## config.mk

```make
export PLATFORM = sky130hd
export DESIGN_NAME = pkt_router_mc_flat
export DESIGN_NICKNAME = d
export VERILOG_FILES = /design/src/rtl/spif_pkg.sv /design/src/rtl/pkt_router_mc_if.sv /design/src/rtl/pkt_route_match.sv /design/src/rtl/pkt_router_mc.sv /design/src/flat_wrapper.sv
export SDC_FILE = /design/constraint.sdc
export NUM_CORES = 1
export LEC_CHECK = 0
export ABC_AREA = 1
export ABC_CLOCK_PERIOD_IN_PS = 9760
export CAP_MARGIN = 20
export CORE_AREA = 2 2 738 740
export DETAILED_ROUTE_END_ITERATION = 8
export DIE_AREA = 0 0 740 742
export GPL_TIMING_DRIVEN = 0
export PLACE_DENSITY = 0.3
export SETUP_SLACK_MARGIN = 0.05
export SLEW_MARGIN = 5
export SYNTH_ARGS = -nofsm -noshare
export SYNTH_HDL_FRONTEND = slang
export SYNTH_SLANG_ARGS = --single-unit
```

## constraint.sdc

```tcl
create_clock -name clk -period 9.76 [get_ports clk]
set_clock_uncertainty 0.1 [all_clocks]
set_input_delay 0.976 -clock clk [delete_from_list [all_inputs] [get_ports clk]]
set_output_delay 0.976 -clock clk [all_outputs]
set_load 0.01 [all_outputs]
```

## src/rtl/spif_pkg.sv

```systemverilog
// Shared definitions for the spif packet routers: packet geometry, router FSM states
// and the default-width destination channel mask.
package spif_pkg;

    localparam int PKT_BITS       = 72;
    localparam int KEY_LSB        = 8;
    localparam int ROUTE_CHANNELS = 8;

    typedef enum logic [1:0] {
        IDLE  = 2'd0,
        MATCH = 2'd1,
        SEND  = 2'd2
    } router_state_e;

    typedef logic [ROUTE_CHANNELS-1:0] route_mask_t;

endpackage

```

## src/rtl/pkt_router_mc_if.sv

```systemverilog
// Packet stream bundle for pkt_router_mc: one valid/ready input stream and
// NUM_CHANNELS output streams that share a single data word.
interface pkt_router_mc_if #(
    parameter int PACKET_BITS  = spif_pkg::PKT_BITS,
    parameter int NUM_CHANNELS = spif_pkg::ROUTE_CHANNELS
);

    logic [PACKET_BITS-1:0]  pkt_in_data_in;
    logic                    pkt_in_vld_in;
    logic                    pkt_in_rdy_out;
    logic [PACKET_BITS-1:0]  pkt_out_data_out [NUM_CHANNELS];
    logic [NUM_CHANNELS-1:0] pkt_out_vld_out;
    logic [NUM_CHANNELS-1:0] pkt_out_rdy_in;

    // master = traffic source/sink around the router, slave = the router itself
    modport master (
        output pkt_in_data_in,
        output pkt_in_vld_in,
        input  pkt_in_rdy_out,
        input  pkt_out_data_out,
        input  pkt_out_vld_out,
        output pkt_out_rdy_in
    );

    modport slave (
        input  pkt_in_data_in,
        input  pkt_in_vld_in,
        output pkt_in_rdy_out,
        output pkt_out_data_out,
        output pkt_out_vld_out,
        input  pkt_out_rdy_in
    );

endinterface

```

## src/rtl/pkt_route_match.sv

```systemverilog
// Combinational priority matcher: entry i hits when (key & mask[i]) == key[i];
// the lowest-index hit supplies the route.
module pkt_route_match #(
    parameter int NUM_CHANNELS = 8,
    parameter int NUM_ENTRIES  = 16,
    parameter int KEY_BITS     = 32
) (
    input  logic [KEY_BITS-1:0]     key,
    input  logic [KEY_BITS-1:0]     entry_key   [NUM_ENTRIES],
    input  logic [KEY_BITS-1:0]     entry_mask  [NUM_ENTRIES],
    input  logic [NUM_CHANNELS-1:0] entry_route [NUM_ENTRIES],
    output logic                    hit,
    output logic [NUM_CHANNELS-1:0] route
);

    // Scan from the top so the lowest-index hit is the last one written.
    always_comb begin
        hit   = 1'b0;
        route = '0;
        for (int i = NUM_ENTRIES - 1; i >= 0; i--) begin
            if ((key & entry_mask[i]) == entry_key[i]) begin
                hit   = 1'b1;
                route = entry_route[i];
            end
        end
    end

endmodule

```

## src/rtl/pkt_router_mc.sv

```systemverilog
// Multicast packet router: routes each packet to a channel subset chosen by a
// key/mask table, holds it until every destination accepts or the drop timer expires.
module pkt_router_mc #(
    parameter int PACKET_BITS  = spif_pkg::PKT_BITS,
    parameter int NUM_CHANNELS = 8,
    parameter int NUM_ENTRIES  = 16,
    parameter int KEY_BITS     = 32,
    parameter int KEY_LSB      = spif_pkg::KEY_LSB,
    parameter int CNT_BITS     = 32,
    parameter int WAIT_BITS    = 16
) (
    input  logic                    clk,
    input  logic                    resetn,
    pkt_router_mc_if.slave          pkt,
    input  logic [KEY_BITS-1:0]     reg_key_in   [NUM_ENTRIES],
    input  logic [KEY_BITS-1:0]     reg_mask_in  [NUM_ENTRIES],
    input  logic [NUM_CHANNELS-1:0] reg_route_in [NUM_ENTRIES],
    input  logic [WAIT_BITS-1:0]    reg_drop_wait_in,
    output logic [CNT_BITS-1:0]     nomatch_cnt_out,
    output logic [CNT_BITS-1:0]     drop_cnt_out
);

    import spif_pkg::*;

    router_state_e           state_q, state_d;
    logic [PACKET_BITS-1:0]  hold_q, hold_d;
    logic [NUM_CHANNELS-1:0] pending_q, pending_d;
    logic [WAIT_BITS-1:0]    wait_q, wait_d;
    logic [CNT_BITS-1:0]     nomatch_q, nomatch_d;
    logic [CNT_BITS-1:0]     drop_q, drop_d;

    logic                    match_hit;
    logic [NUM_CHANNELS-1:0] match_route;
    logic [NUM_CHANNELS-1:0] accepted;
    logic [NUM_CHANNELS-1:0] remaining;
    logic                    timeout;
    logic                    in_rdy;

    function automatic logic [CNT_BITS-1:0] sat_inc(input logic [CNT_BITS-1:0] v);
        return (v == '1) ? v : v + CNT_BITS'(1);
    endfunction

    pkt_route_match #(
        .NUM_CHANNELS (NUM_CHANNELS),
        .NUM_ENTRIES  (NUM_ENTRIES),
        .KEY_BITS     (KEY_BITS)
    ) u_match (
        .key         (hold_q[KEY_LSB +: KEY_BITS]),
        .entry_key   (reg_key_in),
        .entry_mask  (reg_mask_in),
        .entry_route (reg_route_in),
        .hit         (match_hit),
        .route       (match_route)
    );

    // pending is only non-zero in SEND, so it doubles as the output valid vector.
    assign accepted  = pending_q & pkt.pkt_out_rdy_in;
    assign remaining = pending_q & ~pkt.pkt_out_rdy_in;
    assign timeout   = (state_q == SEND) && (reg_drop_wait_in != '0) && (accepted == '0)
                       && (wait_q == reg_drop_wait_in - WAIT_BITS'(1));

    always_comb begin
        state_d   = state_q;
        hold_d    = hold_q;
        pending_d = pending_q;
        wait_d    = wait_q;
        nomatch_d = nomatch_q;
        drop_d    = drop_q;
        in_rdy    = 1'b0;

        unique case (state_q)
            IDLE: begin
                in_rdy = 1'b1;
                if (pkt.pkt_in_vld_in) begin
                    hold_d  = pkt.pkt_in_data_in;
                    state_d = MATCH;
                end
            end

            MATCH: begin
                if (!match_hit || (match_route == '0)) begin
                    nomatch_d = sat_inc(nomatch_q);
                    state_d   = IDLE;
                end else begin
                    pending_d = match_route;
                    wait_d    = '0;
                    state_d   = SEND;
                end
            end

            // An accept on the final channels frees the hold register in the same
            // cycle, so the next packet can be captured straight into MATCH.
            SEND: begin
                if (remaining == '0) begin
                    in_rdy    = 1'b1;
                    pending_d = '0;
                    if (pkt.pkt_in_vld_in) begin
                        hold_d  = pkt.pkt_in_data_in;
                        state_d = MATCH;
                    end else begin
                        state_d = IDLE;
                    end
                end else if (timeout) begin
                    pending_d = '0;
                    drop_d    = sat_inc(drop_q);
                    state_d   = IDLE;
                end else begin
                    pending_d = remaining;
                    wait_d    = (accepted != '0) ? '0 : wait_q + WAIT_BITS'(1);
                end
            end

            default: state_d = IDLE;
        endcase
    end

    always_ff @(posedge clk or negedge resetn) begin
        if (!resetn) begin
            state_q   <= IDLE;
            hold_q    <= '0;
            pending_q <= '0;
            wait_q    <= '0;
            nomatch_q <= '0;
            drop_q    <= '0;
        end else begin
            state_q   <= state_d;
            hold_q    <= hold_d;
            pending_q <= pending_d;
            wait_q    <= wait_d;
            nomatch_q <= nomatch_d;
            drop_q    <= drop_d;
        end
    end

    assign pkt.pkt_in_rdy_out  = in_rdy;
    assign pkt.pkt_out_vld_out = pending_q;
    assign nomatch_cnt_out     = nomatch_q;
    assign drop_cnt_out        = drop_q;

    for (genvar c = 0; c < NUM_CHANNELS; c++) begin : g_out_data
        assign pkt.pkt_out_data_out[c] = hold_q;
    end

endmodule
```

## src/flat_wrapper.sv

```systemverilog
// flat-port wrapper written by rule: the top's interface ports become plain ports
module pkt_router_mc_flat import spif_pkg::*;
#(
    parameter int PACKET_BITS  = spif_pkg::PKT_BITS,
    parameter int NUM_CHANNELS = 8,
    parameter int NUM_ENTRIES  = 16,
    parameter int KEY_BITS     = 32,
    parameter int KEY_LSB      = spif_pkg::KEY_LSB,
    parameter int CNT_BITS     = 32,
    parameter int WAIT_BITS    = 16
)
  (clk, resetn, reg_key_in, reg_mask_in, reg_route_in, reg_drop_wait_in, nomatch_cnt_out, drop_cnt_out, pkt_pkt_in_data_in, pkt_pkt_in_vld_in, pkt_pkt_in_rdy_out, pkt_pkt_out_data_out, pkt_pkt_out_vld_out, pkt_pkt_out_rdy_in);
  pkt_router_mc_if #(.PACKET_BITS(PACKET_BITS), .NUM_CHANNELS(NUM_CHANNELS)) pkt_i ();
  input  logic clk;
  input  logic resetn;
  input  logic [KEY_BITS-1:0] reg_key_in[NUM_ENTRIES];
  input  logic [KEY_BITS-1:0] reg_mask_in[NUM_ENTRIES];
  input  logic [NUM_CHANNELS-1:0] reg_route_in[NUM_ENTRIES];
  input  logic [WAIT_BITS-1:0] reg_drop_wait_in;
  output logic [CNT_BITS-1:0] nomatch_cnt_out;
  output logic [CNT_BITS-1:0] drop_cnt_out;
  input wire logic [$bits(pkt_i.pkt_in_data_in)-1:0] pkt_pkt_in_data_in;
  input wire logic [$bits(pkt_i.pkt_in_vld_in)-1:0] pkt_pkt_in_vld_in;
  output wire logic [$bits(pkt_i.pkt_in_rdy_out)-1:0] pkt_pkt_in_rdy_out;
  output wire logic [$bits(pkt_i.pkt_out_data_out)-1:0] pkt_pkt_out_data_out;
  output wire logic [$bits(pkt_i.pkt_out_vld_out)-1:0] pkt_pkt_out_vld_out;
  input wire logic [$bits(pkt_i.pkt_out_rdy_in)-1:0] pkt_pkt_out_rdy_in;
  assign pkt_i.pkt_in_data_in = pkt_pkt_in_data_in;
  assign pkt_i.pkt_in_vld_in = pkt_pkt_in_vld_in;
  assign pkt_pkt_in_rdy_out = pkt_i.pkt_in_rdy_out;
  assign pkt_pkt_out_data_out = {>>{pkt_i.pkt_out_data_out}};
  assign pkt_pkt_out_vld_out = pkt_i.pkt_out_vld_out;
  assign pkt_i.pkt_out_rdy_in = pkt_pkt_out_rdy_in;
  pkt_router_mc #(.PACKET_BITS(PACKET_BITS), .NUM_CHANNELS(NUM_CHANNELS), .NUM_ENTRIES(NUM_ENTRIES), .KEY_BITS(KEY_BITS), .KEY_LSB(KEY_LSB), .CNT_BITS(CNT_BITS), .WAIT_BITS(WAIT_BITS)) u_core (.clk(clk), .resetn(resetn), .pkt(pkt_i), .reg_key_in(reg_key_in), .reg_mask_in(reg_mask_in), .reg_route_in(reg_route_in), .reg_drop_wait_in(reg_drop_wait_in), .nomatch_cnt_out(nomatch_cnt_out), .drop_cnt_out(drop_cnt_out));
endmodule
```

==> results.txt, run 1 <==
Quick summary of the implementation run below.

The biggest combinational cell group after synthesis is simple AND/OR/NAND/NOR gates. The area share of fa/ha/maj cells after synthesis came out at 0.211%. Together, buffers and inverters on the worst path number 3. Setup repair after global routing left no endpoint under its margin. The yosys stat cell total is 3,810.

The cell area that synthesis handed to floorplanning was 23,800 um^2. Per the gpl log, the routability congestion estimate is 0.905. The headroom to the max-slew limit is 24.2%. The area occupied by multi-input gates came out at 14,200 um^2. The count of routing violations after the opening detailed-route iteration came out at 2,129.

The basic-gate share of the synthesized area counting and, or, nand and nor cells is 39.3%. The fraction of standard cell area in multi-input logic came out at 26.4%. At the end of the flow, the number of nets in the layout was 7,027. The maximum number of pins on one net before global-route repair is 83.

The power report lists the sequential group at 0.00103 W. The mean area per synthesized cell came out at 6.24 um^2. The dominant register cell is sky130_fd_sc_hd__dfrtp_1. The launching element of the worst setup path is u_core.hold_q[26]$_DFFE_PN0P_. The tally of unique sky130hd cells used after synthesis is 53. The count of clock-net buffers in the final layout is 23. The leakage component of the power is 20.3 nW. The initial standard-cell utilization of the core came out at 4.38%. The total design power is 0.00536 W. The cell-mix breakdown from Yosys lists the compound-gate area share as 2.80%. The routed layout has 34,021 vias.

The share of final layout cell area taken by non-clock buffers is 45.5%. The number of hold violations in the final report came out at 0. Per the timing report, the achievable frequency comes out to 122 MHz. The cell repeated most along the worst path is sky130_fd_sc_hd__nand2_1. For this design the ratio of total power to cell area is 99.9 nW/um^2. Endpoints with negative setup slack in the final report add up to 0.

At the worst endpoint, the arrival time is 8.56 ns. met2 is the most crowded layer. The per-cell routed wire length came out at 32.6 um.

The worst min-delay path class is input port to async pin. STA lists the startpoint of the worst register-to-register path as u_core.hold_q[26]$_DFFE_PN0P_. The register bit count reported by yosys is 162. Of the cells placed in the final design, the portion with a size suffix greater than 1 is 13.5%. Clock cells make up 1.28% of the layout cell area. Sequential elements use 17.1% of the synthesized area. The post-CTS setup repair buffer count came out at 0. The longest incremental delay of any stage on the critical path is reported as 0.99 ns. The register share of total power came out at 19.1%. The required time of the critical path came out at 10.13 ns.

The first global-routing pass estimated 497 mm of wire. The area taken by flip-flops and latches is 4080 um^2. The leading cell type by number of instances after synthesis is sky130_fd_sc_hd__nand2_1. After synthesis, the chip area reported by Yosys is 23,800 um^2. The die extent in y came out at 742 um.

The final timing summary puts the cycle share of the worst path at 83.9%. The timing report gives the clock slew at the launch and capture registers of the worst setup and hold paths as 0.11 ns. Per the synthesis report, the dominant area consumer among library cells is sky130_fd_sc_hd__nand2_1.

Of the post-synthesis cell area, the dominant cell type holds 22.6%. The register with the most flip-flops in the final layout is u_core.hold_q. 2,766 cells are multi-input combinational gates. The number of gates given a new drive strength after cts came out at 0. The root buffer cell chosen for the clock tree is sky130_fd_sc_hd__clkbuf_16.

The number of iterations in the first detailed-routing pass came out at 5. The level count of the clock H-tree came out at 4. The number of buffers added on ports came out at 1,899. The tally of nets with antenna violations remaining after routing came out at 0. The standard cell with the maximum stage delay on the critical path is sky130_fd_sc_hd__dfrtp_1. The most numerous logic cell after layout is sky130_fd_sc_hd__clkdlybuf4s50_1. The worst reg-to-reg path cell count is 29. Signal routing reaches up to met5. The cell family contributing the most delay on the critical path is simple AND/OR/NAND/NOR gates. The run finished with clean final reports. According to the CTS report, the clock sink count is 162. The total met3 wirelength after detailed routing is 46.6 mm.

The met3 track demand over resource is 6.99%. The routed length on met2 is 199 mm. Once layout is complete, the cells apart from fillers number 13,125. From left edge to right edge, the die measures 740 um.
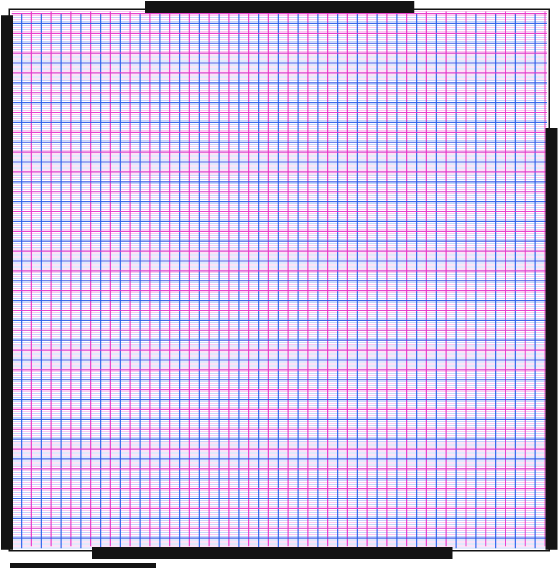
Run 1: supply network
The bar under the picture is 200 um long. Pins as bars on the die edge.
legend:
  VDD:
    color: magenta
  VSS:
    color: blue
rows: 271
signal pins: 1,900
met4 straps: 54
met5 straps: 54
met1 rails: 272

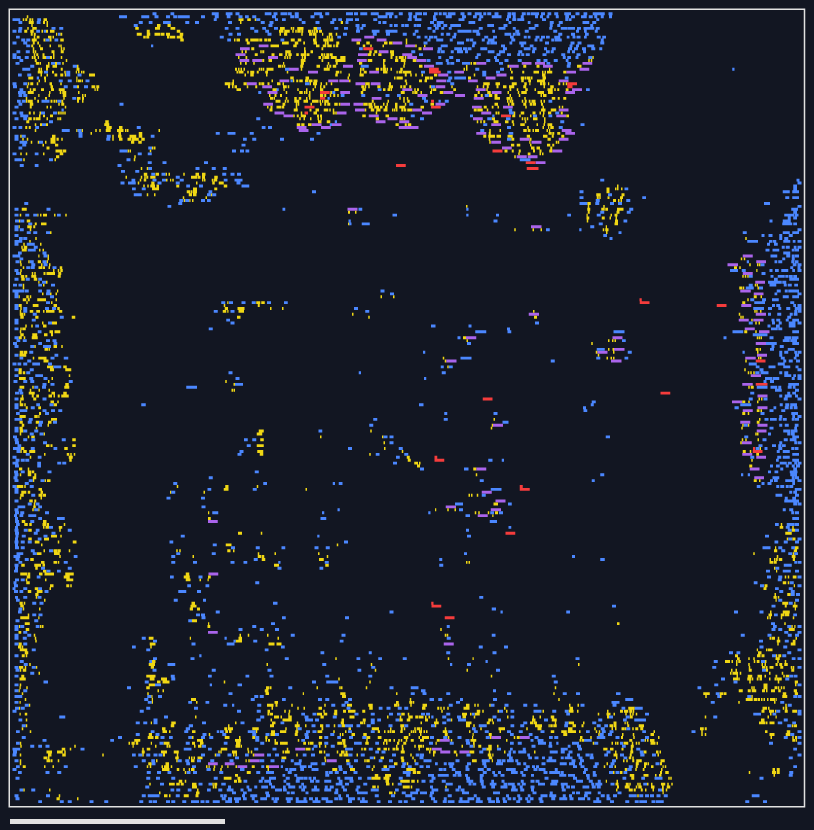
Run 1: cell classes on the final placement
The bar under the picture is 200 um long.
legend:
  flip-flops:
    color: purple
    cells: 162
  clock drivers and dummy loads:
    color: red
    cells: 33
  all other logic:
    color: yellow
    cells: 3,035
  other buffers and delay cells:
    color: blue
    cells: 2,552

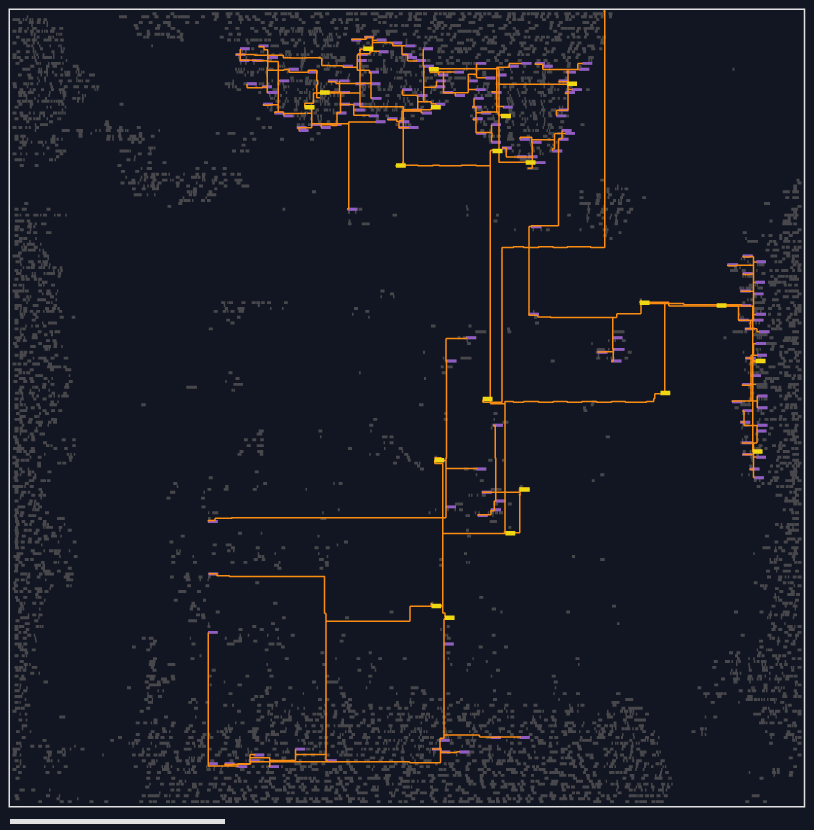
Run 1: clock wires, drivers and flops
The bar under the picture is 200 um long.
legend:
  flip-flops:
    color: purple
    count: 162
  cells driving clock nets:
    color: yellow
    count: 21
  clock wires:
    color: orange
    length: 6,580 um
routed clock nets: 22
flops lie: spread over the die
insertion delay to the later sink of the worst-skew pair: 0.61 ns
clock group share of total power: 18.1%
Clock group: 0.000971 W

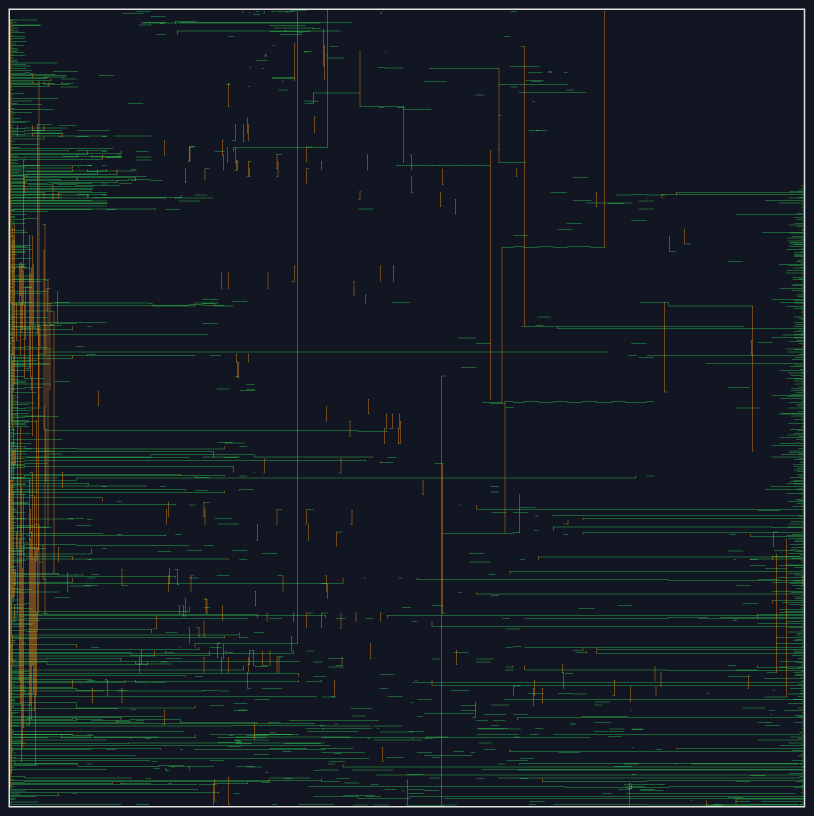
Run 1: metal layers overlaid
Only two layers are drawn.
legend:
  met4:
    color: orange
    wire_length: 13,100 um
  met3:
    color: green
    wire_length: 46.6 mm

--- run 2 (diff from run 1) ---
--- a/config.mk
+++ b/config.mk
@@ -6,11 +6,11 @@
 export NUM_CORES = 1
 export LEC_CHECK = 0
 export ABC_AREA = 1
-export ABC_CLOCK_PERIOD_IN_PS = 9760
+export ABC_CLOCK_PERIOD_IN_PS = 7800
 export CAP_MARGIN = 20
-export CORE_AREA = 2 2 738 740
+export CORE_AREA = 2 2 747 749
 export DETAILED_ROUTE_END_ITERATION = 8
-export DIE_AREA = 0 0 740 742
+export DIE_AREA = 0 0 749 751
 export GPL_TIMING_DRIVEN = 0
 export PLACE_DENSITY = 0.3
 export SETUP_SLACK_MARGIN = 0.05
==> constraint.sdc (replaced) <==
create_clock -name clk -period 7.8 [get_ports clk]
set_clock_uncertainty 0.1 [all_clocks]
set_input_delay 0.78 -clock clk [delete_from_list [all_inputs] [get_ports clk]]
set_output_delay 0.78 -clock clk [all_outputs]
set_load 0.01 [all_outputs]
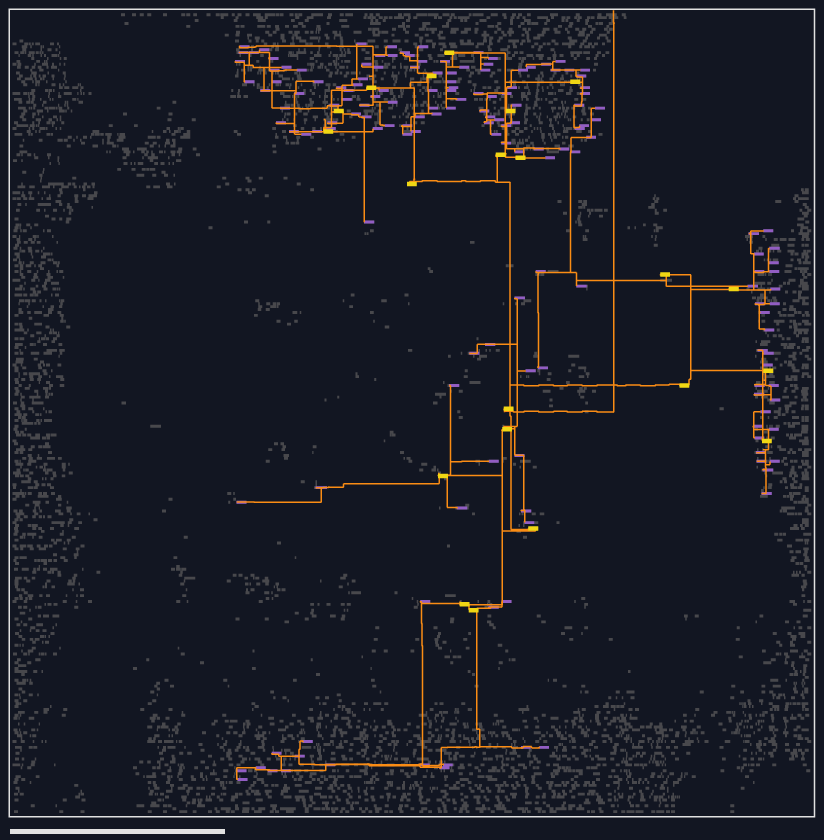
Run 2: clock wires, drivers and flops
The bar under the picture is 200 um long.
legend:
  flip-flops:
    color: purple
    count: 162
  cells driving clock nets:
    color: yellow
    count: 21
  clock wires:
    color: orange
    length: 6,470 um
routed clock nets: 22
insertion delay to the later sink of the worst-skew pair: 0.60 ns
clock group share of total power: 17.4%
Clock group: 0.00115 W

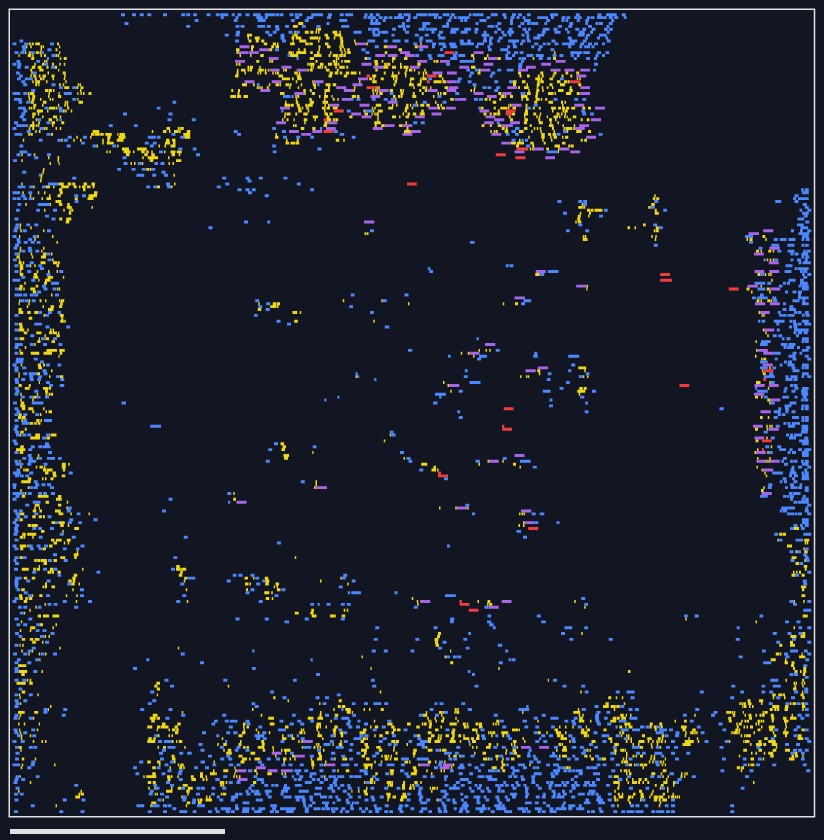
Run 2: cell classes on the final placement
The bar under the picture is 200 um long.
legend:
  flip-flops:
    color: purple
    cells: 162
  all other logic:
    color: yellow
    cells: 3,035
  other buffers and delay cells:
    color: blue
    cells: 2,550
  clock drivers and dummy loads:
    color: red
    cells: 32
count of standard-cell rows: 274
Util after Layout: 9.72%
Non-Filler Cell Area, Final: 53,900 um^2
share of the final layout cell area in sequential cells: 7.58%
core box area: 555,000 um^2

==> run 2 against run 1 <==
Clock power is about 20% higher. Core utilization is 0.19 points lower. Critical path depth decreased by 4. Worst setup slack worse by 1.1 ns. Fmax up 11%. Total power grew 24%. Routed wire length rose by 0.14%. Worst hold slack improved by 0.25 ns. Final cell count grew 0.81%. Clock-buffer cell count is 1 lower. Non-clock buffer count down 2. Combinational power grew 25%.
==> results.txt, run 2 <==
Quick summary of the implementation run below.

Outcome: complete, no violations (unchanged). The worst min-delay path class is flop to flop (was input port to async pin). The biggest combinational cell group after synthesis is simple AND/OR/NAND/NOR gates (unchanged). The number of global-route vias before repair came out at 32,678 (was 32,419). The cell repeated most along the worst path is sky130_fd_sc_hd__nand2_1 (unchanged). Setup repair after global routing missed its margin: no (unchanged). The arrival time at the worst endpoint is 7.73 ns (was 8.56 ns).

The critical path's largest stage delay is 0.71 ns (was 0.99 ns). The standard cell with the maximum stage delay on the critical path is sky130_fd_sc_hd__nor2_1 (was sky130_fd_sc_hd__dfrtp_1). The die extent in y is 751 um (was 742 um). The number of cells on the critical path is 25 (was 29). The layer with the highest usage after global routing is met2 (unchanged). The number of flip-flops in the largest register came out at 72 (unchanged). The clock-pin slew on the worst setup and hold paths came out at 0.12 ns (was 0.11 ns). The overall routing resource usage is 14.6% (was 15.0%). The maximum number of pins on one net before global-route repair was 88 (was 83).

The basic-gate share of the synthesized area counting and, or, nand and nor cells was 39.3% (unchanged). The number of multi-input combinational cells came to 2,766 (unchanged). The post-placement cell area is 52,900 um^2 (was 52,700 um^2). The proportion of synthesized chip area in sequential cells came to 17.1% (unchanged). The register ranked first by flip-flop count is u_core.hold_q (unchanged). The fraction of standard cell area in multi-input logic is 26.3% (was 26.4%). The chip area from the yosys synthesis statistics came to 23,800 um^2 (unchanged). The count of clock-net buffers in the final layout came out at 22 (was 23). The register bit count reported by yosys came out at 162 (unchanged). The number of nets at floorplan is 5,065 (unchanged). The post-CTS setup repair buffer count is 0 (unchanged). The level count of the clock H-tree is 4 (unchanged). The topmost layer with routed signal wires is met5 (unchanged). The dominant register cell is sky130_fd_sc_hd__dfrtp_1 (unchanged). The initial standard-cell utilization of the core is 4.29% (was 4.38%).

The most numerous logic cell after layout is sky130_fd_sc_hd__clkdlybuf4s50_1 (unchanged). The required time of the critical path is 8.18 ns (was 10.13 ns). The met3 track demand over resource is 6.73% (was 6.99%). The total design power is 0.00664 W (was 0.00536 W).

The routed length on met2 came out at 199 mm (about the same). The part of the cycle the worst path needs is 94.3% (was 83.9%). The mean area per synthesized cell came out at 6.24 um^2 (unchanged).

The kind of start point of the critical path was a flop (unchanged). The fraction of synthesized cell area taken by the top area cell type came to 22.6% (unchanged). The number of iterations in the first detailed-routing pass is 5 (unchanged).

The wire length of the first global-routing pass came out at 497 mm (about the same). The cell family contributing the most delay on the critical path is simple AND/OR/NAND/NOR gates (unchanged). The number of nets in the layout is 7,025 (was 7,027).

The CTS root buffer is sky130_fd_sc_hd__clkbuf_16 (unchanged). The launching element of the worst setup path is u_core.hold_q[11]$_DFFE_PN0P_ (was u_core.hold_q[26]$_DFFE_PN0P_). The number of endpoints failing setup at the final stage came out at 0 (unchanged).

The area occupied by multi-input gates is 14,200 um^2 (about the same). The overall die area came out at 562,000 um^2 (was 549,000 um^2). The power in sequential cells is 0.00128 W (was 0.00103 W). The total met3 wirelength after detailed routing came out at 47.3 mm (was 46.6 mm). The area taken by flip-flops and latches is 4090 um^2 (was 4080 um^2). The buffers plus inverters on the worst setup path is 5 (was 3). The cell taking the most area after synthesis is sky130_fd_sc_hd__nand2_1 (unchanged). The global-route track usage on met1 came out at 16.7% (was 17.1%). The total CTS buffers came out at 21 (unchanged). The worst reg2reg path startpoint is u_core.hold_q[11]$_DFFE_PN0P_ (was u_core.hold_q[26]$_DFFE_PN0P_). The half-perimeter wire length after detailed placement is 390 mm (was 389 mm). The worst reg-to-reg path cell count came out at 25 (was 29). The tally of unique sky130hd cells used after synthesis came out at 53 (unchanged).

The synthesis-to-finish area growth was 127% (was 126%). The post-synth design cell area is 23,800 um^2 (unchanged). The final-layout clock-cell area share is 1.21% (was 1.28%). The register share of total power is 19.3% (was 19.1%). The tally of nets with antenna violations remaining after routing came to 0 (unchanged).

The floorplan die width is 749 um (was 740 um). The count of routing violations after the opening detailed-route iteration is 2,185 (was 2,129). The yosys stat cell total is 3,810 (unchanged). The share of final layout cell area taken by non-clock buffers is 45.4% (was 45.5%). The leading cell type by number of instances after synthesis is sky130_fd_sc_hd__nand2_1 (unchanged).

The fraction of the mapped netlist area in compound gates came to 2.80% (unchanged). The highest achievable clock rate came to 136 MHz (was 122 MHz). The maximum clock path buffer count came out at 3 (unchanged).

The power per cell area came out at 123 nW/um^2 (was 99.9 nW/um^2). The last element of the critical path was u_core.pkt.pkt_out_vld_out[2]$_DFFE_PN0P_ (was u_core.pkt.pkt_out_vld_out[1]$_DFFE_PN0P_). The clock sink count came out at 162 (unchanged). The area share of fa/ha/maj cells after synthesis came out at 0.211% (unchanged).

The number of hold violations in the final report was 0 (unchanged). The number of gates given a new drive strength after cts is 15 (was 0). The final weighted congestion in routability-driven placement came out at 0.901 (was 0.905).

The headroom to the max-slew limit is 14.7% (was 24.2%). The leakage component of the power was 20.3 nW (about the same). The number of buffers added on ports was 1,899 (unchanged).

The fraction of layout cells with a size suffix above 1 came out at 13.6% (was 13.5%). The final cell count without fillers was 13,231 (was 13,125). The post-layout worst setup margin is 0.447 ns (was 1.57 ns).
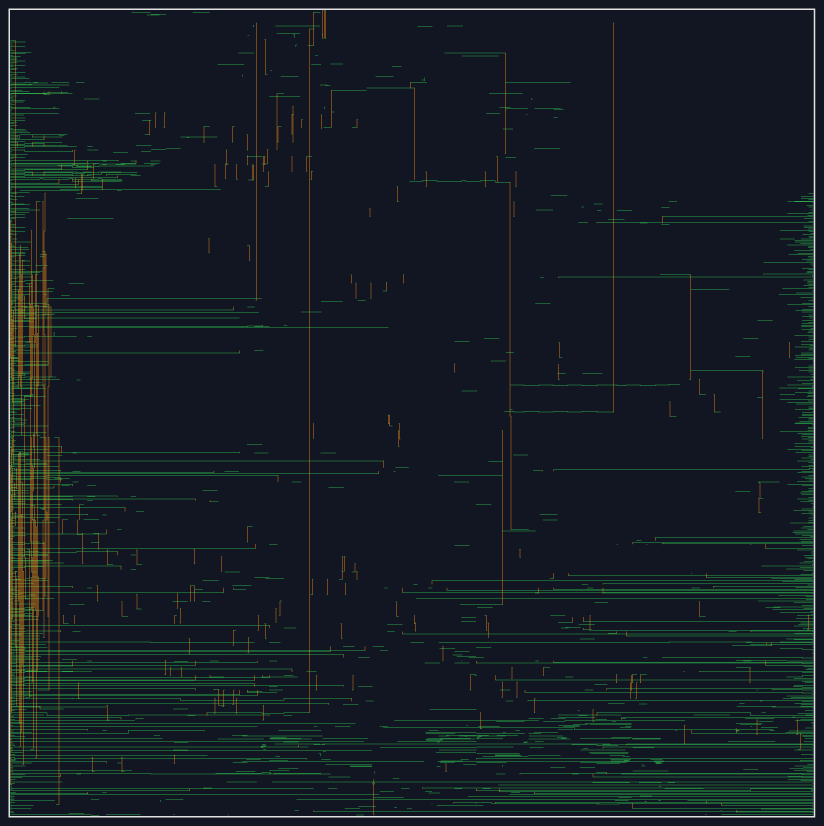
Run 2: metal layers overlaid
Only two layers are drawn.
legend:
  met4:
    color: orange
    wire_length: 12,800 um
  met3:
    color: green
    wire_length: 47.3 mm
via count of the routed design: 34,134
routed length per instance: 32.4 um

No activity file was given, so power comes from the tool's default toggle rates.
